[src/rtl/control_sequencer.sv]
// control_sequencer: microstep sequencer with instruction register and
// retired-instruction counter. Two states: RUN advances the microstep and
// accepts IR loads; HALT freezes everything until reset.
//
// Optional feature: define SINGLE_STEP_EN to add single-step control.
// With it, i_step_mode=1 gates execution to one microstep per rising edge of
// i_step_req. Without it, the datapath is enabled whenever not halted.
//
// Ports:
//   i_clk          clock, all state on rising edge
//   i_reset        synchronous active-high reset
//   i_bus          shared data bus (IR load source)
//   i_instrregi    load IR from i_bus
//   i_adv          end current instruction (step back to 0)
//   i_halt         halt request
//   i_step_mode    single-step mode enable        (SINGLE_STEP_EN only)
//   i_step_req     single-step request, edge-used (SINGLE_STEP_EN only)
//   o_instruction  IR opcode field (upper bits)
//   o_operand      IR operand field (lower bits)
//   o_step         current microstep
//   o_halted       high while in HALT
//   o_cpu_en       datapath update enable for the current cycle (combinational)
//   o_instr_count  instructions retired since reset (wraps)
module control_sequencer #(
  parameter int unsigned INSTRUCTION_WIDTH = 4,
  parameter int unsigned INSTRUCTION_STEPS = 8,
  parameter int unsigned BUS_WIDTH         = 8,
  parameter int unsigned COUNT_WIDTH       = 16,
  localparam int unsigned STEP_WIDTH       = $clog2(INSTRUCTION_STEPS),
  localparam int unsigned OPERAND_WIDTH    = BUS_WIDTH - INSTRUCTION_WIDTH
) (
  input  logic                         i_clk,
  input  logic                         i_reset,
  input  logic [BUS_WIDTH-1:0]         i_bus,
  input  logic                         i_instrregi,
  input  logic                         i_adv,
  input  logic                         i_halt,
`ifdef SINGLE_STEP_EN
  input  logic                         i_step_mode,
  input  logic                         i_step_req,
`endif
  output logic [INSTRUCTION_WIDTH-1:0] o_instruction,
  output logic [OPERAND_WIDTH-1:0]     o_operand,
  output logic [STEP_WIDTH-1:0]        o_step,
  output logic                         o_halted,
  output logic                         o_cpu_en,
  output logic [COUNT_WIDTH-1:0]       o_instr_count
);

  typedef enum logic {
    RUN  = 1'b0,
    HALT = 1'b1
  } state_t;

  localparam logic [STEP_WIDTH-1:0] LAST_STEP = STEP_WIDTH'(INSTRUCTION_STEPS - 1);

  state_t               state;
  logic [BUS_WIDTH-1:0] ir;

  // IR fields go straight to the decoder and bus driver
  assign o_instruction = ir[BUS_WIDTH-1 -: INSTRUCTION_WIDTH];
  assign o_operand     = ir[OPERAND_WIDTH-1:0];

`ifdef SINGLE_STEP_EN
  logic step_req_q;

  // Step-request history; runs every cycle so edges seen in any state count
  always_ff @(posedge i_clk) begin
    if (i_reset) begin
      step_req_q <= 1'b0;
    end else begin
      step_req_q <= i_step_req;
    end
  end

  // In step mode only the cycle following a request rising edge is enabled
  assign o_cpu_en = (state == RUN) & (~i_step_mode | (i_step_req & ~step_req_q));
`else
  assign o_cpu_en = (state == RUN);
`endif

  // Sequencer state, microstep, IR and retired-instruction counter
  always_ff @(posedge i_clk) begin
    if (i_reset) begin
      state         <= RUN;
      o_halted      <= 1'b0;
      o_step        <= '0;
      ir            <= '0;
      o_instr_count <= '0;
    end else if ((state == RUN) && o_cpu_en) begin
      if (i_halt) begin
        // Halt beats adv and IR load in the same cycle
        state    <= HALT;
        o_halted <= 1'b1;
      end else begin
        if (i_instrregi) begin
          ir <= i_bus;
        end
        if (i_adv || (o_step == LAST_STEP)) begin
          o_step        <= '0;
          o_instr_count <= o_instr_count + COUNT_WIDTH'(1);
        end else begin
          o_step <= o_step + STEP_WIDTH'(1);
        end
      end
    end
  end

endmodule

[config.mk]
export PLATFORM = sky130hd
export DESIGN_NAME = control_sequencer
export DESIGN_NICKNAME = d
export VERILOG_FILES = /design/src/rtl/control_sequencer.sv
export SDC_FILE = /design/constraint.sdc
export NUM_CORES = 1
export LEC_CHECK = 0
export CORE_ASPECT_RATIO = 2
export CORE_MARGIN = 5
export CORE_UTILIZATION = 47
export CTS_CLUSTER_DIAMETER = 120
export DETAILED_ROUTE_END_ITERATION = 10
export GPL_TIMING_DRIVEN = 0
export PLACE_DENSITY = 0.78
export REMOVE_ABC_BUFFERS = 1
export SLEW_MARGIN = 10
export SYNTH_ARGS = -nofsm -noshare
export SYNTH_HDL_FRONTEND = slang
export SYNTH_SLANG_ARGS = --single-unit
[constraint.sdc]
create_clock -name i_clk -period 3.5 [get_ports i_clk]
set_clock_uncertainty 0.15 [all_clocks]
set_input_delay 0.875 -clock i_clk [delete_from_list [all_inputs] [get_ports i_clk]]
set_output_delay 0.875 -clock i_clk [all_outputs]
set_load 0.01 [all_outputs]
Fig. 1: wire density map
The die is cut into 9 by 16 equal tiles; dark blue is low, red is high, scaled to the fullest tile. Values are wire area over tile area, all layers added.
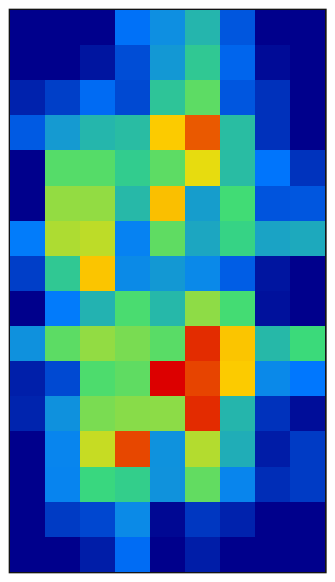
densest ninth of the die	centre
mean over tiles	0.13
nearly empty tiles	19%
fullest tile	0.42
routed vias: 1,171
GRT Util Overall: 17.96%

Fig. 2: sequential cells coloured by netlist name
Scale bar: 10 um. Other sequential cells in the stronger grey, the rest of the logic in the fainter grey.
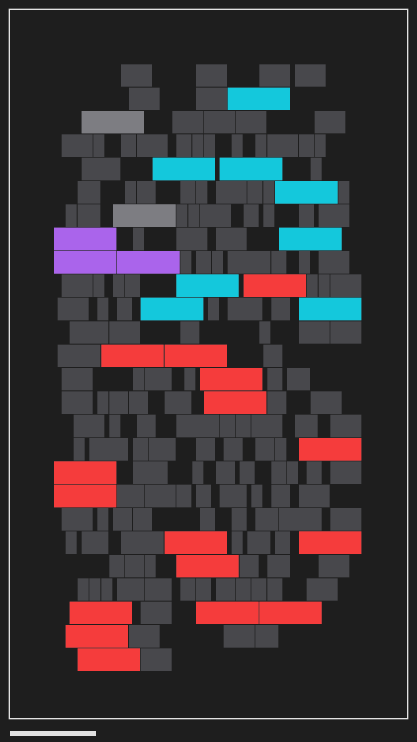
colour	name in the netlist	flops
cyan	`ir`	8
red	`o_instr_count`	16
purple	`o_step`	3
not coloured	2
Flop area: 580.6 um2
sequential power: 343 uW

Fig. 3: routed clock nets over the placement
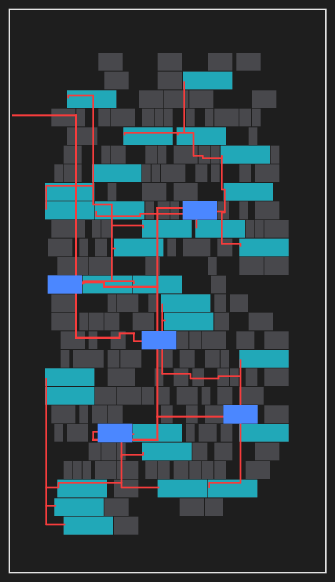
[cyan] flip-flops | count: 29
[blue] clock drivers | count: 5
[red] clock wires | length: 361 um
routed clock nets	6
Clock Latency Late Sink: 0.28 ns
Clock Power: 244 uW
Clk pwr share: 37.7%

==> notes.md <==
run results: Clock transition at path regs 0.06 ns, Max IR drop VDD 0.3299 mV, Worst Setup End Kind flop, measured slew at the worst slew-check pin 1.048 ns, PnR worst setup slack 0.6450 ns, area fraction in mux cells 1.726%, RePlAce Congestion 0.8280, YS chip area 0.001232 mm2, ao+oa area frac 12.39%, tool warnings 25, setup TNS 0 ns, Synth Warn # 0, Comb group 59.5 uW, Max Fanout on Critical Path 9, Max Freq 350.3 MHz, CP endpoint o_instr_count[15], post-synthesis sequential element count 29, cell type with the largest total area dfxtp_1, # rows 26, ys cells 146, global-route wire length before repair 4954 um, Post-CTS Resized 0, combinational power share 9.2%, status complete, no violations, Largest regs o_instr_count (16), ir (8), o_step (3), Biggest register o_instr_count, Worst Path Required 3.52 ns, HP Class flop to flop, max-cap violation count 0, Switching Power 146.5 uW, met1 Usage GRT 16.29%, Synth Instances 146, most numerous logic cell after layout clkdlybuf4s50_1, DP Area 0.001637 mm2, Async SR Flop Fraction 0%, Ports 42, vias per inst 5.472, FP Util 48.57%, largest net degree at the start of global routing 31, # H-tree levels 2, # diodes 0, post-CTS repair timing setup buffer count 0, Hold Crit Endpoint ir[2], vias in the first global route 1,192, WS Path Type input port to flop, synth-to-layout area growth 38.78%
Power figures rest on the tool's default switching activity, not on a simulated workload.
